Figure 1. Sizing map (run 1).
Scale bar: 20 um.
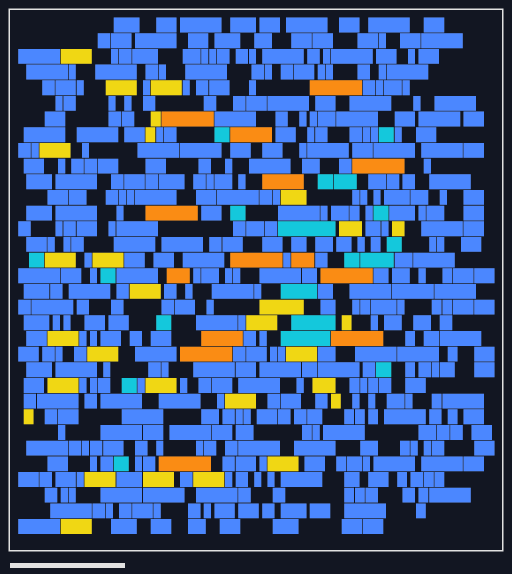
Figure 2. Clock routing (run 1).
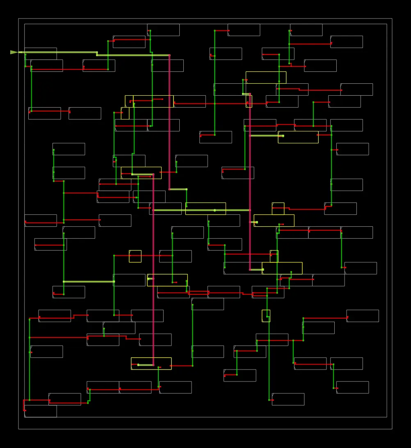
Figure 3. Clock network drawn from the DEF (run 1).
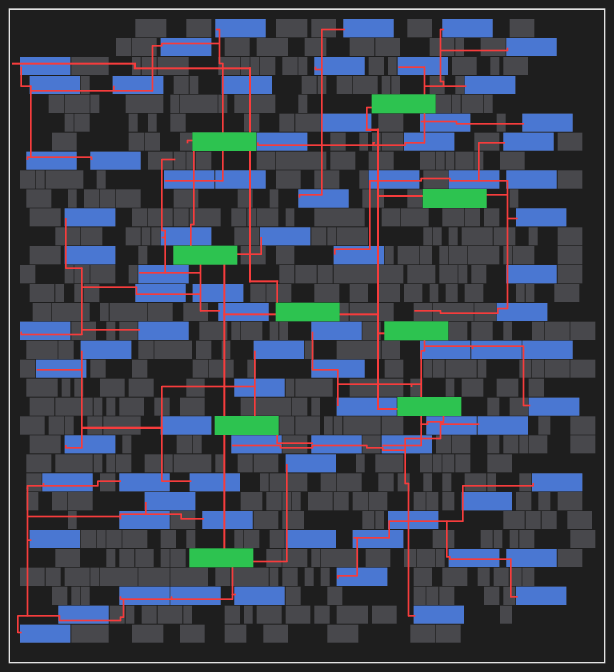
Figure 4. Ports around the boundary (run 1).
Pins as bars across the die edge, other pins in grey.
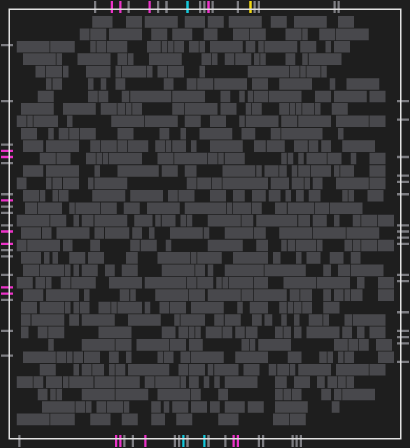
===== config.mk =====
export PLATFORM = sky130hd
export DESIGN_NAME = alu_writeback_stage
export DESIGN_NICKNAME = d
export VERILOG_FILES = /design/src/rtl/alu_writeback_stage.sv
export SDC_FILE = /design/constraint.sdc
export NUM_CORES = 1
export LEC_CHECK = 0
export CAP_MARGIN = 20
export CORE_ASPECT_RATIO = 1.1
export CORE_UTILIZATION = 52
export CTS_BUF_LIST = sky130_fd_sc_hd__clkbuf_16
export CTS_CLUSTER_SIZE = 28
export DETAILED_ROUTE_END_ITERATION = 7
export GPL_ROUTABILITY_DRIVEN = 1
export PLACE_DENSITY = 0.76
export SYNTH_ARGS = -nofsm -noshare
export SYNTH_HDL_FRONTEND = slang
export SYNTH_SLANG_ARGS = --single-unit

===== constraint.sdc =====
create_clock -name clk -period 2.6 [get_ports clk]
set_input_delay 0.26 -clock clk [delete_from_list [all_inputs] [get_ports clk]]
set_output_delay 0.26 -clock clk [all_outputs]
set_load 0.01 [all_outputs]

===== src/rtl/alu_writeback_stage.sv =====
// Purpose  : ALU execute/writeback stage; buffers ALU results in a 2-entry FIFO and retires them in order.
// Latency  : entry accepted at edge N drives rf_we in cycle N+1; status_flags/retired_cnt update after the retiring edge.
// Backpress: in_ready = FIFO not full; head (write class) holds with stable rf_waddr/rf_wdata while rf_ready=0.
//
// Ports:
//   clk, rst                     clock, synchronous active-high reset
//   in_valid/in_ready            upstream handshake; in_opcode, in_dest, in_result, in_zf/cf/nf/of payload
//   rf_we/rf_waddr/rf_wdata      register-file write request, completed when rf_ready=1
//   status_flags                 architectural {Z,C,N,O}
//   retired_cnt                  retired-instruction count (wraps)
//   illegal_op                   sticky, set when an illegal opcode retires
// Optional: define ALU_WB_BYPASS_EN to add byp_valid/byp_addr/byp_data forwarding outputs.
module alu_writeback_stage #(
    parameter int DATA_W     = 16,
    parameter int REG_ADDR_W = 3,
    parameter int CNT_W      = 16
) (
    input  logic                  clk,
    input  logic                  rst,
    input  logic                  in_valid,
    output logic                  in_ready,
    input  logic [5:0]            in_opcode,
    input  logic [REG_ADDR_W-1:0] in_dest,
    input  logic [DATA_W:0]       in_result,
    input  logic                  in_zf,
    input  logic                  in_cf,
    input  logic                  in_nf,
    input  logic                  in_of,
    output logic                  rf_we,
    output logic [REG_ADDR_W-1:0] rf_waddr,
    output logic [DATA_W-1:0]     rf_wdata,
    input  logic                  rf_ready,
    output logic [3:0]            status_flags,
    output logic [CNT_W-1:0]      retired_cnt,
    output logic                  illegal_op
`ifdef ALU_WB_BYPASS_EN
    ,
    output logic                  byp_valid,
    output logic [REG_ADDR_W-1:0] byp_addr,
    output logic [DATA_W-1:0]     byp_data
`endif
);

    typedef struct packed {
        logic [5:0]            opcode;
        logic [REG_ADDR_W-1:0] dest;
        logic [DATA_W-1:0]     data;
        logic [3:0]            flags;   // {Z,C,N,O}
    } entry_t;

    function automatic logic is_write(input logic [5:0] op);
        return ((op >= 6'd9) && (op <= 6'd22)) || (op == 6'd25) || (op == 6'd26);
    endfunction

    function automatic logic is_flags_only(input logic [5:0] op);
        return (op == 6'd23) || (op == 6'd24);
    endfunction

    // Slot 0 is always the head; slot 1 is the second-oldest entry.
    entry_t           ent_q [2];
    entry_t           ent_d [2];
    logic [1:0]       count_q, count_d;
    logic [3:0]       status_q, status_d;
    logic [CNT_W-1:0] cnt_q, cnt_d;
    logic             illegal_q, illegal_d;

    entry_t new_ent;
    logic   head_vld, head_wr, head_legal, push, pop;

    // The carry bit of the ALU result is not architecturally stored.
    logic unused_carry;
    assign unused_carry = in_result[DATA_W];

    always_comb begin
        new_ent    = '{opcode: in_opcode, dest: in_dest, data: in_result[DATA_W-1:0],
                       flags: {in_zf, in_cf, in_nf, in_of}};
        head_vld   = (count_q != 2'd0);
        head_wr    = is_write(ent_q[0].opcode);
        head_legal = head_wr || is_flags_only(ent_q[0].opcode);

        in_ready = (count_q != 2'd2);
        rf_we    = head_vld && head_wr;
        rf_waddr = rf_we ? ent_q[0].dest : '0;
        rf_wdata = rf_we ? ent_q[0].data : '0;

        // Flags-only and illegal heads retire without waiting on the register file.
        push = in_valid && in_ready;
        pop  = head_vld && (!head_wr || rf_ready);

        ent_d     = ent_q;
        count_d   = count_q + {1'b0, push} - {1'b0, pop};
        status_d  = status_q;
        cnt_d     = cnt_q;
        illegal_d = illegal_q;

        if (pop) begin
            ent_d[0] = ent_q[1];
            cnt_d    = cnt_q + CNT_W'(1);
            if (head_legal) begin
                status_d = ent_q[0].flags;
            end else begin
                illegal_d = 1'b1;
            end
        end

        // New entry lands behind whatever survives the pop.
        if (push) begin
            if ((count_q == 2'd0) || ((count_q == 2'd1) && pop)) begin
                ent_d[0] = new_ent;
            end else begin
                ent_d[1] = new_ent;
            end
        end
    end

    always_ff @(posedge clk) begin
        if (rst) begin
            ent_q[0]  <= '0;
            ent_q[1]  <= '0;
            count_q   <= 2'd0;
            status_q  <= 4'b0000;
            cnt_q     <= '0;
            illegal_q <= 1'b0;
        end else begin
            ent_q[0]  <= ent_d[0];
            ent_q[1]  <= ent_d[1];
            count_q   <= count_d;
            status_q  <= status_d;
            cnt_q     <= cnt_d;
            illegal_q <= illegal_d;
        end
    end

    assign status_flags = status_q;
    assign retired_cnt  = cnt_q;
    assign illegal_op   = illegal_q;

`ifdef ALU_WB_BYPASS_EN
    // Newest buffered write wins: tail (slot 1) when occupied, else head.
    // Forced to zero while rst is high so stale entries never forward.
    always_comb begin
        byp_valid = 1'b0;
        byp_addr  = '0;
        byp_data  = '0;
        if (!rst) begin
            if ((count_q == 2'd2) && is_write(ent_q[1].opcode)) begin
                byp_valid = 1'b1;
                byp_addr  = ent_q[1].dest;
                byp_data  = ent_q[1].data;
            end else if (head_vld && head_wr) begin
                byp_valid = 1'b1;
                byp_addr  = ent_q[0].dest;
                byp_data  = ent_q[0].data;
            end
        end
    end
`endif

endmodule


==> impl_metrics.env, run 1 <==
# physical design summary
export IMPL_cts_setup_buffers=1
export IMPL_yosys_stat_seqShare=0.4077
export IMPL_hold_depth=2
export IMPL_drt_iter0_drc=124
export IMPL_timing_critical_path_buf_inv=2
export IMPL_final_ant_viol_nets=0
export IMPL_worst_r2r_path_depth=10
export IMPL_timing_worst_slew_pin_value_ps=518.7
export IMPL_routed_top_layer="met4"
export IMPL_synthesis_area_per_instance_sq_um=8.979
export IMPL_path_delay_family="buffers and inverters"
export IMPL_lay_top_cells="dfxtp_1, nand2_1, nand2b_1"
export IMPL_cts_root_buffer_cell="clkbuf_16"
export IMPL_part_of_the_total_power_dissipated_in_combinational_logic=0.295
export IMPL_floorplan_rows=33
export IMPL_max_cap_violations=0
export IMPL_fmax_mhz=402.8
export IMPL_critPathLaunch="ent_q[53]"
export IMPL_unique_cell_type_count_in_the_yosys_netlist=43
export IMPL_p_total_mw=3.746
export IMPL_post_cts_resized=11
export IMPL_power_attributed_to_sequential_cells_mw=1.51
export IMPL_power_leader="sequential cells"
export IMPL_htreeDepth=3
export IMPL_run_status="finished, final reports clean"
export IMPL_comb_area_share=0.4274
export IMPL_pg_comb_mw=1.10
export IMPL_synth_cellmix_simpleShare=0.2712
export IMPL_synthDominantCellAreaShare=0.4077
export IMPL_drt_first_pass_iters=4
export IMPL_grtUsageMet3=0.03866
export IMPL_drt_wl_total_um=8704
export IMPL_rr_endpoint="count_q[1]"
export IMPL_cell_area_leaders="dfxtp_1, nand2b_1, mux2i_1"
export IMPL_mux_share=0.08588
export IMPL_seqPwrFrac=0.402
export IMPL_synth_top_flop_cell="dfxtp_1"
export IMPL_min_delay_path_class="in2reg"
export IMPL_adder_share=0.009437
export IMPL_tritoncts="yes"
export IMPL_hold_path_endpoint="illegal_op"
export IMPL_cts_clk_pin_slew_worst_paths_ps=60
export IMPL_grtUsageMet2=0.3952
export IMPL_grt_start_max_net_pins=55
export IMPL_fillCellCount=601
export IMPL_grt_pass1_wl_um=14470
export IMPL_cpMaxStageDelayCell="clkdlybuf4s50_1"
export IMPL_count_of_multi_input_combinational_gates=326
-- Figure 1 (at the start) --
drive 1 or less -> blue  # cells 454, share 88%
drive 3 to 4 -> cyan  # cells 19, share 3.7%
drive 2 -> yellow  # cells 29, share 5.6%
drive 6 and up -> orange  # cells 14, share 2.7%
Area Overhead vs Synth: 28.88%
Repair and plain buffers: 89
final design area excluding fillers: 5126 sq um
setup slack of the critical path after layout: 117.3 ps

-- Figure 2 (at the start) --
Final Skew: 7.235 ps
layout sequential cell count: 81
Sinks on Clock Net: 81
clock tree buffer count of the final layout: 9

-- Figure 3 (at the start) --
cells driving clock nets -> green  # count 9
clock wires -> red  # length 1040 um
flip-flops -> blue  # count 81
flops lie = spread over the die
total clock network power: 1.14 mW
clock group share of total power: 0.303

-- Figure 4 (at the start) --
in_of -> yellow  # pins 1, direction input, edge top
rf_wdata -> magenta  # pins 16, direction output, edge 7 left, 5 bottom, 4 top
rf_waddr -> cyan  # pins 3, direction output, edge 2 bottom, 1 top
all pins by edge = 21 left, 20 bottom, 18 top, 17 right
Die Width: 85.39 um
Buffers on Ports: 74
Die Y: 93.73 um

Figure 5. M4 wires (run 1).
Scale bar: 20 um.
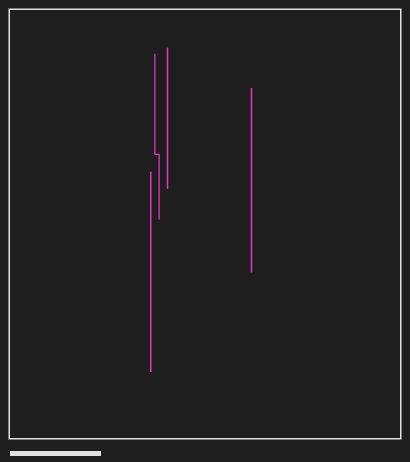

## Run 2: what changed since run 1
REMOVE_ABC_BUFFERS = 1   (was default)
Figure 6. M4 wires (run 2).
Scale bar: 20 um.
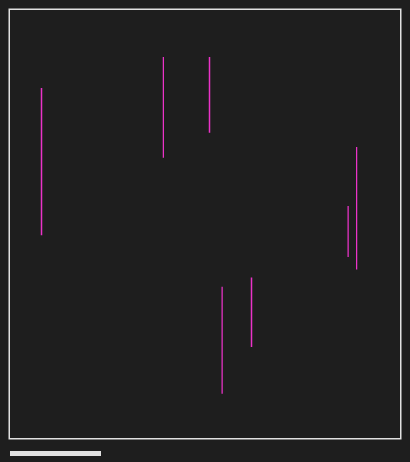
longest straight run = 32.0 um
wire length on this layer = 146 um
nets with wire on the layer = 6
share of all routed wire = 1.6%
main direction = vertical
total length of routed wires: 8917 um
DR vias: 3341

==> run 2 against run 1 <==
  * First-iteration DRC count decreased by 8.9%
  * Final cell count decreased by 0.83%
  * Die size unchanged
  * Clock skew increased by 0.87 ps
  * Area after synthesis unchanged
  * Flip-flop count unchanged
  * Critical endpoint is now rf_wdata[13]
==> impl_metrics.env, run 2 <==
# physical design summary
export IMPL_grt_pass1_wl_um=14920
export IMPL_fillCellCount=607
export IMPL_critPathLaunch="ent_q[54]"
export IMPL_mux_share=0.08588
export IMPL_cts_root_buffer_cell="clkbuf_16"
export IMPL_hold_depth=2
export IMPL_part_of_the_total_power_dissipated_in_combinational_logic=0.284
export IMPL_area_delta_synth_final_pct=27.59
export IMPL_post_cts_resized=14
export IMPL_unique_cell_type_count_in_the_yosys_netlist=43
export IMPL_routed_top_layer="met4"
export IMPL_clockNetworkPower_mw=1.22
export IMPL_tritoncts="yes"
export IMPL_placement_io_buffers=74
export IMPL_cell_area_leaders="dfxtp_1, nand2b_1, mux2i_1"
export IMPL_drt_iter0_drc=113
export IMPL_hold_path_endpoint="status_flags[2]"
export IMPL_adder_share=0.009437
export IMPL_cpMaxStageDelayCell="clkdlybuf4s50_1"
export IMPL_path_delay_family="buffers and inverters"
export IMPL_floorplan_rows=33
export IMPL_seqPwrFrac=0.396
export IMPL_fmax_mhz=396.1
export IMPL_cts_setup_buffers=1
export IMPL_fp_dieW_um=85.39
export IMPL_layout_clock_buffers=9
export IMPL_nNonClkBuffers=86
export IMPL_power_attributed_to_sequential_cells_mw=1.51
export IMPL_synthesis_area_per_instance_sq_um=8.979
export IMPL_lay_top_cells="dfxtp_1, nand2_1, clkdlybuf4s50_1"
export IMPL_inverters=4
export IMPL_count_of_multi_input_combinational_gates=326
export IMPL_final_ant_viol_nets=0
export IMPL_clkSinkCount=81
export IMPL_min_delay_path_class="in2reg"
export IMPL_htreeDepth=3
export IMPL_run_status="finished, final reports clean"
export IMPL_drt_first_pass_iters=4
export IMPL_n_sequential_cell=81
export IMPL_pg_comb_mw=1.08
export IMPL_sequential_cell_area_sq_um=1624
export IMPL_grtUsageMet2=0.4234
export IMPL_design_area_sq_um=5075
export IMPL_grtUsageMet3=0.05800
export IMPL_max_cap_violations=0
export IMPL_yosys_stat_seqShare=0.4077
export IMPL_comb_area_share=0.4317
export IMPL_rr_endpoint="count_q[1]"
export IMPL_cts_clk_pin_slew_worst_paths_ps=60
export IMPL_grt_start_max_net_pins=69
export IMPL_power_leader="sequential cells"
export IMPL_synth_top_flop_cell="dfxtp_1"
export IMPL_die_height_um=93.73
export IMPL_timing_worst_slew_pin_value_ps=461.7
export IMPL_setup_ws_ps=75.29
Figure 7. Clock network drawn from the DEF (run 2).
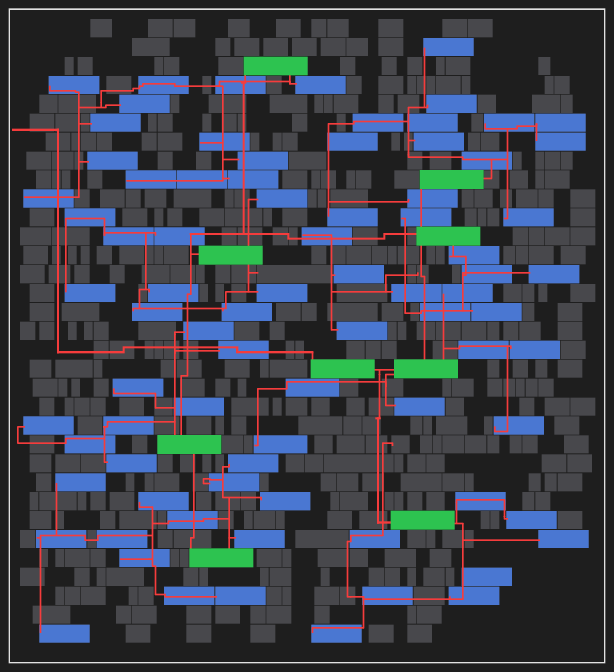

## Run 3: what changed since run 2
CAP_MARGIN = 10   (was 20)
CORE_UTILIZATION = 35   (was 52)
PLACE_DENSITY = 0.57   (was 0.76)
Figure 8. Clock network drawn from the DEF (run 3).
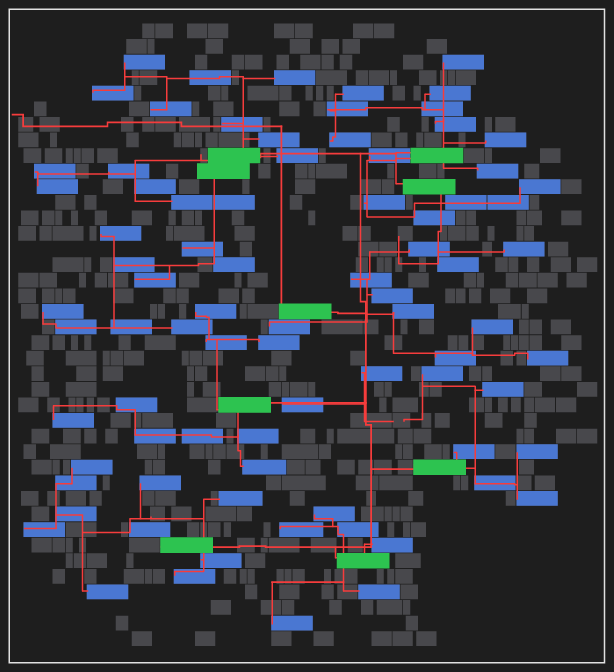
cells driving clock nets -> green  # count 9
flip-flops -> blue  # count 81
clock wires -> red  # length 1080 um
flops lie = spread over the die
routed clock nets = 10
total clock network power: 1.20 mW
clock latency at the later pin of the worst-skew pair: 340 ps

==> run 3 against run 2 <==
  * Non-clock buffer count shrank 1
  * Combinational power is essentially flat
  * Final cell count grew 10%
  * Clock skew is essentially flat
  * Synthesized cell count is the same
  * Wire length grew 0.74%
  * Power shrank 1.1%
  * Flip-flop count is the same
  * Clock power is essentially flat
  * Maximum frequency grew 1.2%
  * Die size grew 47%
  * Largest cell class unchanged
  * Largest power group unchanged
==> impl_metrics.env, run 3 <==
# physical design summary
export IMPL_synth_stat_cells=443
export IMPL_part_of_the_total_power_dissipated_in_combinational_logic=0.282
export IMPL_clkSinkCount=81
export IMPL_cts_clk_pin_slew_worst_paths_ps=70
export IMPL_htreeDepth=3
export IMPL_grtUsageMet2=0.2510
export IMPL_timing_clock_skew_ps=8.289
export IMPL_routed_top_layer="met4"
export IMPL_synthDominantCellAreaShare=0.4077
export IMPL_synth_top_flop_cell="dfxtp_1"
export IMPL_drt_wl_total_um=8983
export IMPL_worst_r2r_path_depth=10
export IMPL_yosys_stat_seqShare=0.4077
export IMPL_cpMaxStageDelayCell="clkdlybuf4s50_1"
export IMPL_yosys_area_top_type="dfxtp_1"
export IMPL_post_cts_resized=22
export IMPL_power_leader="sequential cells"
export IMPL_synth_cellmix_simpleShare=0.2712
export IMPL_sh_seq_area=0.3176
export IMPL_critical_path_endpoint_type="output port"
export IMPL_run_status="finished, final reports clean"
export IMPL_asyncSetResetFlopFracSynth=0
export IMPL_lay_top_cells="dfxtp_1, nand2_1, nand2b_1"
export IMPL_grt_start_max_net_pins=58
export IMPL_sequential_cell_area_sq_um=1625
export IMPL_fmax_mhz=400.8
export IMPL_seqPwrFrac=0.400
export IMPL_fp_dieW_um=103.6
export IMPL_mux_share=0.08588
export IMPL_tritoncts="yes"
export IMPL_nNonClkBuffers=85
export IMPL_fin_cells=659
export IMPL_timing_critical_path_buf_inv=2
export IMPL_timing_worst_slew_pin_value_ps=541.1
export IMPL_fillCellCount=1085
export IMPL_cts_setup_buffers=0
export IMPL_grtUsageMet3=0.06114
export IMPL_share_of_final_layout_standard_cells_stronger_than_drive_strength_1=0.1133
export IMPL_p_total_mw=3.777
export IMPL_grt_pass1_wl_um=14900
export IMPL_place_hpwl_um=5865
export IMPL_die_height_um=113.8
export IMPL_wl_met3_um=524
export IMPL_dr_total_vias=3215
export IMPL_floorplan_rows=40
export IMPL_layout_clock_buffers=9
export IMPL_rr_endpoint="count_q[1]"
export IMPL_adder_share=0.009437
export IMPL_synthesis_area_per_instance_sq_um=8.979
export IMPL_cts_root_buffer_cell="clkbuf_16"
export IMPL_clockNetworkAreaShare=0.05477
export IMPL_power_clock_fraction=0.318
export IMPL_final_ant_viol_nets=0
export IMPL_drt_first_pass_iters=6
export IMPL_globalRouteTotalUtil=0.1587
export IMPL_inverters=4
export IMPL_count_of_multi_input_combinational_gates=326
export IMPL_placement_io_buffers=74
export IMPL_n_sequential_cell=81
export IMPL_drt_iter0_drc=156
export IMPL_power_attributed_to_sequential_cells_mw=1.51
export IMPL_design_area_sq_um=5117
export IMPL_diodes=0
export IMPL_hold_depth=2
export IMPL_min_delay_path_class="in2reg"
export IMPL_max_cap_violations=0
export IMPL_path_delay_family="buffers and inverters"
export IMPL_worstPathArrival_ps=2240
export IMPL_hold_path_endpoint="retired_cnt[0]"
export IMPL_cell_area_leaders="dfxtp_1, nand2b_1, mux2i_1"
export IMPL_synth_top_cells_by_count="dfxtp_1, nand2_1, nand2b_1, nor2_1, mux2i_1"
export IMPL_comb_area_share=0.4281
export IMPL_setup_ws_ps=104.7
export IMPL_area_delta_synth_final_pct=28.66
export IMPL_pg_comb_mw=1.06
export IMPL_unique_cell_type_count_in_the_yosys_netlist=43
export IMPL_critPathLaunch="ent_q[53]"
Power is estimated from default activity; no workload was simulated.
